[config.mk]
export PLATFORM = sky130hd
export DESIGN_NAME = negative_triggered_3bit_down_counter
export DESIGN_NICKNAME = d
export VERILOG_FILES = /design/src/rtl/negative_triggered_3bit_down_counter.sv
export SDC_FILE = /design/constraint.sdc
export NUM_CORES = 1
export LEC_CHECK = 0
export ABC_CLOCK_PERIOD_IN_PS = 800
export CORE_AREA = 2 2 39 41
export DETAILED_ROUTE_END_ITERATION = 8
export DIE_AREA = 0 0 41 43
export GPL_TIMING_DRIVEN = 0
export HOLD_SLACK_MARGIN = 0.08
export SYNTH_ARGS = -nofsm -noshare
export SYNTH_HDL_FRONTEND = slang
export SYNTH_SLANG_ARGS = --single-unit
[constraint.sdc]
create_clock -name clk -period 0.8 [get_ports clk]
set_input_delay 0.08 -clock clk [delete_from_list [all_inputs] [get_ports clk]]
set_output_delay 0.08 -clock clk [all_outputs]
set_load 0.01 [all_outputs]
[src/rtl/negative_triggered_3bit_down_counter.sv]
// Free-running binary down counter clocked on the falling edge of clk.
// Synchronous active-low reset loads RST_VAL; otherwise q decrements and wraps modulo 2^WIDTH.
module negative_triggered_3bit_down_counter #(
  parameter int unsigned          WIDTH   = 3,
  parameter logic [WIDTH-1:0]     RST_VAL = {WIDTH{1'b1}}
) (
  input  logic             clk,
  input  logic             rst,
  output logic [WIDTH-1:0] q
);

  localparam logic [WIDTH-1:0] One = WIDTH'(1);

  logic [WIDTH-1:0] count_q;
  logic [WIDTH-1:0] count_d;

  // Modular subtraction gives the 0 -> all-ones wrap for free.
  always_comb begin
    count_d = count_q - One;
  end

  always_ff @(negedge clk) begin
    if (!rst) begin
      count_q <= RST_VAL;
    end else begin
      count_q <= count_d;
    end
  end

  assign q = count_q;

endmodule

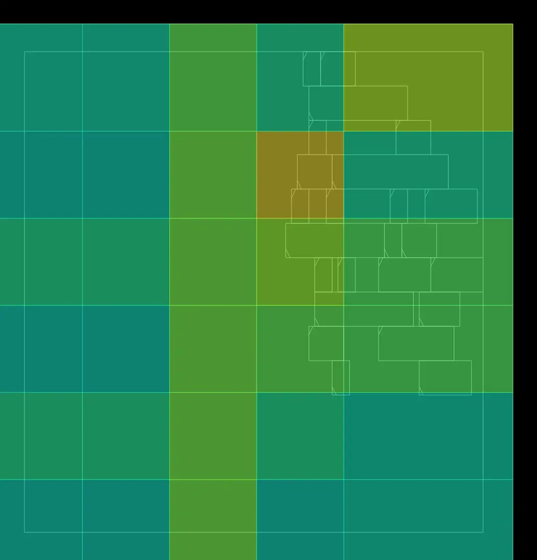
**Above:** run 1 (congestion heat map).
met2 track demand over resource in global routing: 4.38%
GRT Util Overall: 3.51%
detailed-route wire length per cell: 5.60 um

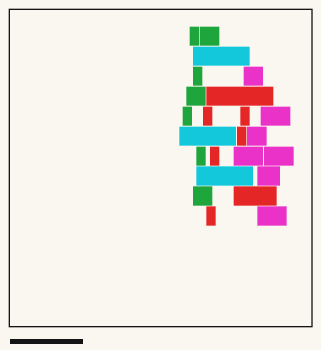
**Above:** run 1 (placement by cell class).
Bar = 10 um.
flops: marked cyan, cells 3. other buffers and delay cells: marked magenta, cells 7. all other logic: marked red, cells 7. clock drivers and dummy loads: marked green, cells 7.

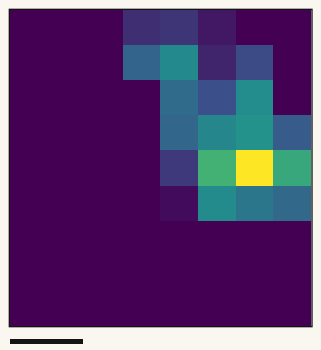
**Above:** run 1 (wiring heat map).
Bar = 10 um. 8 x 9 tiles, from dark purple (low) to yellow (high), scaled to the fullest tile. Values are wire area over tile area, all layers added.
69% of the tiles are nearly empty. The mean over all tiles is 0.021. 5.6% of the tiles are over half the peak. The densest ninth of the die: middle right. The fullest tile reaches 0.19.

==> impl_results.html, run 1 <==
<h2>Synthesis and place &amp; route</h2>
<table>
<tr><th>Metric</th><th>Value</th></tr>
<tr><th colspan="2">Yosys</th></tr>
<tr><td>Post-synth area from yosys stat</td><td>approximately 100 um2</td></tr>
<tr><td>Ys flops</td><td>3</td></tr>
<tr><td>Synth Seq Share</td><td>between 50% and 60%</td></tr>
<tr><td>Main area contributors</td><td>sky130_fd_sc_hd__dfxtp_1, sky130_fd_sc_hd__ha_1, sky130_fd_sc_hd__inv_1, sky130_fd_sc_hd__nand2_1, sky130_fd_sc_hd__xnor2_1</td></tr>
<tr><td>Net Count, Synth</td><td>14</td></tr>
<tr><td>Number of cells in Yosys stat</td><td>11</td></tr>
<tr><td>Number of flops mapped to enable cells by yosys</td><td>0</td></tr>
<tr><th colspan="2">Drt</th></tr>
<tr><td>Iteration-0 DRC count of the detailed router</td><td>6</td></tr>
<tr><td>Via Count</td><td>118</td></tr>
<tr><th colspan="2">Critical path</th></tr>
<tr><td>Worst setup path class</td><td>flip-flop to primary output</td></tr>
<tr><th colspan="2">Final timing</th></tr>
<tr><td>Worst Setup Slack, final</td><td>-393 ps</td></tr>
<tr><td>Clock Skew</td><td>roughly 0.67 ps</td></tr>
<tr><td>Setup violation total in the final timing report</td><td>5</td></tr>
<tr><td>Hold violation total from the final report</td><td>0</td></tr>
<tr><th colspan="2">Clock network</th></tr>
<tr><td>Total number of H-tree levels</td><td>1</td></tr>
<tr><td>Number of buffers inserted during clock tree synthesis</td><td>3</td></tr>
<tr><th colspan="2">Placed design</th></tr>
<tr><td>Placed cells</td><td>31</td></tr>
<tr><td>Port buffer count</td><td>4</td></tr>
<tr><td>Post-place instance area</td><td>180 um2</td></tr>
<tr><th colspan="2">Run status</th></tr>
<tr><td>Violations in the final reports</td><td>setup timing</td></tr>
<tr><td>Status</td><td>finished, violations left</td></tr>
<tr><th colspan="2">Die</th></tr>
<tr><td>Initial Utilization</td><td>under 10%</td></tr>
<tr><th colspan="2">Layout</th></tr>
<tr><td>Fin nets</td><td>28</td></tr>
<tr><td>Share of final-layout standard cells stronger than drive strength 1</td><td>roughly two thirds</td></tr>
<tr><th colspan="2">Pwr</th></tr>
<tr><td>P per Cell Area</td><td>between 2000 and 2500 nW/um2</td></tr>
</table>
[run 1: timing repair]
item,4_1_cts,5_1_grt
setup buffers,3,0
endpoints found under the setup margin,6,5
gates resized,17,1
hold endpoints to repair,0,0
hold buffers,0,0
[run 1: worst max path at each step]
stage	startpoint	to	slack (ps)
finish	q[0]	q[0]	-390
CTS	q[0]	q[0]	-400
floorplan	q[0]	q[0]	-20
global placement	q[0]	q[0]	-530
detailed placement	q[0]	q[0]	-530
global route	q[1]	q[1]	-420
[run 1: cell families after synthesis]
family,count (synthesis),synth area share [%]
XOR/XNOR,1,8.44
flip-flops,3,57.8
adder cells (fa/ha/maj),1,12.0
buffers and inverters,3,10.8
AND/OR/NAND/NOR,3,10.8
[run 1: power by group through the flow]
stage	clock network, W	logic [W]	registers (W)
after detailed placement	0.0000312	0.0000648	0.000176
after global placement	0.0000312	0.0000633	0.000176
after global routing	0.000344	0.000102	0.000176
after floorplan	0.0000312	0.0000246	0.000183
final	0.000303	0.0000916	0.000175
after CTS	0.000321	0.0000915	0.000174
[run 1: placed cells by master (no fill, tap or decap), drive strengths merged]
master	Yosys	final
inv	3	6
buf	0	6
nand2	3	3
clkbuf	0	3
dfxtp	3	3
xnor2	1	1
ha	1	1
dlygate4sd2	0	1
[run 1: per-layer routing]
| layer | global-route usage [%] | routed length, um |
|---|---|---|
| met5 | 0 | 0 |
| met3 | 1.57 | 18 |
| met1 | 1.28 | 62 |
| met2 | 4.38 | 143 |
| met4 | 9.33 | 0 |
[run 1: layout make-up]
cell class / count / area (um2) / area share, %
tap: 16 / 20.0 / 8.00
timing repair buffer: 7 / 68.8 / 27.5
clock buffer: 3 / 22.5 / 9.00
inverter: 2 / 7.51 / 3.00
clock inverter: 4 / 15.0 / 6.00
multi-input combinational: 5 / 52.6 / 21.0
sequential: 3 / 63.8 / 25.5
--- run 2 (diff from run 1) ---
--- a/config.mk
+++ b/config.mk
@@ -10,7 +10,8 @@
 export DETAILED_ROUTE_END_ITERATION = 8
 export DIE_AREA = 0 0 41 43
 export GPL_TIMING_DRIVEN = 0
-export HOLD_SLACK_MARGIN = 0.08
+export HOLD_SLACK_MARGIN = 0.12
 export SYNTH_ARGS = -nofsm -noshare
 export SYNTH_HDL_FRONTEND = slang
 export SYNTH_SLANG_ARGS = --single-unit
+export TNS_END_PERCENT = 100
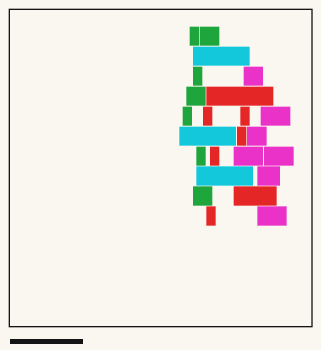
**Above:** run 2 (placement by cell class).
Bar = 10 um.
other buffers and delay cells: marked magenta, cells 7. clock drivers and dummy loads: marked green, cells 7. all other logic: marked red, cells 7. flops: marked cyan, cells 3.
utilization of the core after routing: 18.1%
# rows: 14

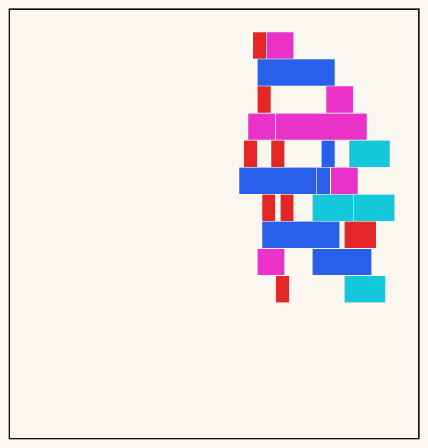
**Above:** run 2 (cells by drive strength).
drive 1 or less: marked red, cells 8, most used inv_1. drive 6 and up: marked cyan, cells 4, most used buf_6. drive 3 to 4: marked magenta, cells 6, most used clkbuf_4. drive 2: marked blue, cells 6, most used dfxtp_2.

==> impl_results.html, run 2 <==
<h2>Synthesis and place &amp; route</h2>
<table>
<tr><th>Metric</th><th>Value</th></tr>
<tr><th colspan="2">Layout</th></tr>
<tr><td>Flip-flop and latch area</td><td>63.8 um2 (unchanged)</td></tr>
<tr><td>Share of final-layout standard cells stronger than drive strength 1</td><td>66.7% (unchanged)</td></tr>
<tr><td>Multi-input gate area in the final layout</td><td>52.6 um2 (unchanged)</td></tr>
<tr><td>Top logic cells by instance count in the layout</td><td>sky130_fd_sc_hd__inv_1, sky130_fd_sc_hd__buf_6, sky130_fd_sc_hd__nand2_1, sky130_fd_sc_hd__clkbuf_4, sky130_fd_sc_hd__dfxtp_2 (unchanged)</td></tr>
<tr><td>Fin nets</td><td>28 (unchanged)</td></tr>
<tr><td>Number of flip-flops under the largest register name</td><td>3 (unchanged)</td></tr>
<tr><th colspan="2">Final timing</th></tr>
<tr><td>Slew Limit Headroom</td><td>92.6% (unchanged)</td></tr>
<tr><td>Worst hold margin</td><td>505 ps (unchanged)</td></tr>
<tr><td>Clock Skew</td><td>0.675 ps (unchanged)</td></tr>
<tr><td>Setup violation total in the final timing report</td><td>5 (unchanged)</td></tr>
<tr><td>Measured slew at the worst slew-check pin</td><td>110 ps (unchanged)</td></tr>
<tr><td>Worst Setup Slack, final</td><td>-393 ps (unchanged)</td></tr>
<tr><td>Hold violation total from the final report</td><td>0 (unchanged)</td></tr>
<tr><th colspan="2">Yosys</th></tr>
<tr><td>Number of flops mapped to enable cells by yosys</td><td>0 (unchanged)</td></tr>
<tr><td>Proportion of synthesized area in mux cells</td><td>0% (unchanged)</td></tr>
<tr><td>Number of cells in Yosys stat</td><td>11 (unchanged)</td></tr>
<tr><td>Dominant non-sequential cell family after synthesis</td><td>adder cells (unchanged)</td></tr>
<tr><td>Area fraction in full adders, half adders and majority gates</td><td>12.0% (unchanged)</td></tr>
<tr><td>Synth Seq Share</td><td>57.8% (unchanged)</td></tr>
<tr><td>Post-synthesis xor/xnor area fraction</td><td>8.43% (unchanged)</td></tr>
<tr><td>Area fraction in and, or, nand and nor cells after synthesis</td><td>10.8% (unchanged)</td></tr>
<tr><td>Post-synth area from yosys stat</td><td>104 um2 (unchanged)</td></tr>
<tr><td>Area share of the largest cell type after synthesis</td><td>57.8% (unchanged)</td></tr>
<tr><td>Net Count, Synth</td><td>14 (unchanged)</td></tr>
<tr><td>Compound Share, Synth</td><td>0% (unchanged)</td></tr>
<tr><td>Main area contributors</td><td>sky130_fd_sc_hd__dfxtp_1, sky130_fd_sc_hd__ha_1, sky130_fd_sc_hd__inv_1, sky130_fd_sc_hd__nand2_1, sky130_fd_sc_hd__xnor2_1 (unchanged)</td></tr>
<tr><td>Ys flops</td><td>3 (unchanged)</td></tr>
<tr><td>Most area-hungry cell type in the Yosys netlist</td><td>sky130_fd_sc_hd__dfxtp_1 (unchanged)</td></tr>
<tr><th colspan="2">Die</th></tr>
<tr><td>Placeable core region</td><td>1380 um2 (unchanged)</td></tr>
<tr><td>Initial Utilization</td><td>7.50% (unchanged)</td></tr>
<tr><th colspan="2">Critical path</th></tr>
<tr><td>Arrival time worst endpoint</td><td>1110 ps (about the same)</td></tr>
<tr><td>Largest fanout on the critical path</td><td>2 (unchanged)</td></tr>
<tr><td>Worst setup path class</td><td>flip-flop to primary output (unchanged)</td></tr>
<tr><th colspan="2">Clock network</th></tr>
<tr><td>CTS tree</td><td>done (unchanged)</td></tr>
<tr><td>Post-cts hold buffer count</td><td>0 (unchanged)</td></tr>
<tr><td>Insertion delay to the later sink of the worst-skew pair</td><td>280 ps (about the same)</td></tr>
<tr><td>Number of buffers inserted during clock tree synthesis</td><td>3 (unchanged)</td></tr>
<tr><td>Total number of H-tree levels</td><td>1 (unchanged)</td></tr>
<tr><th colspan="2">Placed design</th></tr>
<tr><td>Port buffer count</td><td>4 (unchanged)</td></tr>
<tr><td>Placed cells</td><td>31 (unchanged)</td></tr>
<tr><th colspan="2">Job</th></tr>
<tr><td>Tool warnings</td><td>32 (unchanged)</td></tr>
<tr><th colspan="2">Drt</th></tr>
<tr><td>Via Count</td><td>118 (unchanged)</td></tr>
<tr><td>Detailed-route wire length per cell</td><td>5.60 um (unchanged)</td></tr>
<tr><td>Iteration-0 DRC count of the detailed router</td><td>6 (unchanged)</td></tr>
<tr><th colspan="2">Min path</th></tr>
<tr><td>Hold Path Stages</td><td>2 (unchanged)</td></tr>
<tr><th colspan="2">Run status</th></tr>
<tr><td>Status</td><td>finished, violations left (unchanged)</td></tr>
<tr><td>Violations in the final reports</td><td>setup timing (unchanged)</td></tr>
<tr><th colspan="2">Pwr</th></tr>
<tr><td>P per Cell Area</td><td>2280 nW/um2 (unchanged)</td></tr>
<tr><th colspan="2">Global routing</th></tr>
<tr><td>GRT Util Overall</td><td>3.51% (unchanged)</td></tr>
</table>
[run 2: cell counts after synthesis]
Identical to the previous run, type by type.
[run 2: metrics by stage]
stage / setup slack, ps / utilization [%] / power (W) / cell area (um2)
final: -393 / 18.1 / 0.000570 / 250
after global routing: -420 / 18.1 / 0.000622 / 250
after CTS: -398 / 17.8 / 0.000587 / 246
after detailed placement: -534 / 13.0 / 0.000272 / 180
after global placement: -532 / 13.0 / 0.000270 / 180
after floorplan: -20.9 / - / 0.000238 / 120
[run 2: final timing paths]
check | start | end | slack, ps
worst max-delay path | q[0] | q[0] | -390
worst min register to register | q[0] | q[0] | 510
worst min-delay path | q[0] | q[0] | 510
worst max register to register | q[1] | q[2] | -100
[run 2: area by class of cell]
class | instances | area share [%]
inverters | 2 | 3.00
multi-input cells | 5 | 21.0
repair buffers | 7 | 27.5
flip-flops and latches | 3 | 25.5
clock inverters | 4 | 6.00
well taps | 16 | 8.00
clock buffers | 3 | 9.00
[run 2: what timing repair did]
action / in CTS / in global routing
gates cloned: 0 / 0
gates resized: 17 / 1
setup buffers: 3 / 0
pin swaps: 0 / 0
setup endpoints to repair: 6 / 5
[run 2: routing by layer]
metal	track usage, %	wire length, um	up-vias
met5	0	0	-
met4	9.33	0	0
met3	1.57	18	0
met2	4.38	143	6
met1	1.28	62	55
li1	-	-	57
[run 2: report_power, final]
| group | internal (W) | total (W) | switching [W] |
|---|---|---|---|
| logic | 0.0000581 | 0.0000916 | 0.0000335 |
| registers | 0.000166 | 0.000175 | 0.00000872 |
| clock network | 0.000195 | 0.000303 | 0.000109 |
[run 2: kinds of logic after synthesis]
logic type,Yosys count
buffers and inverters,3
adders and majority gates,1
DFF,3
and+or+nand+nor,3
xor gates and xnor gates,1
No activity file was given, so power comes from the tool's default toggle rates.
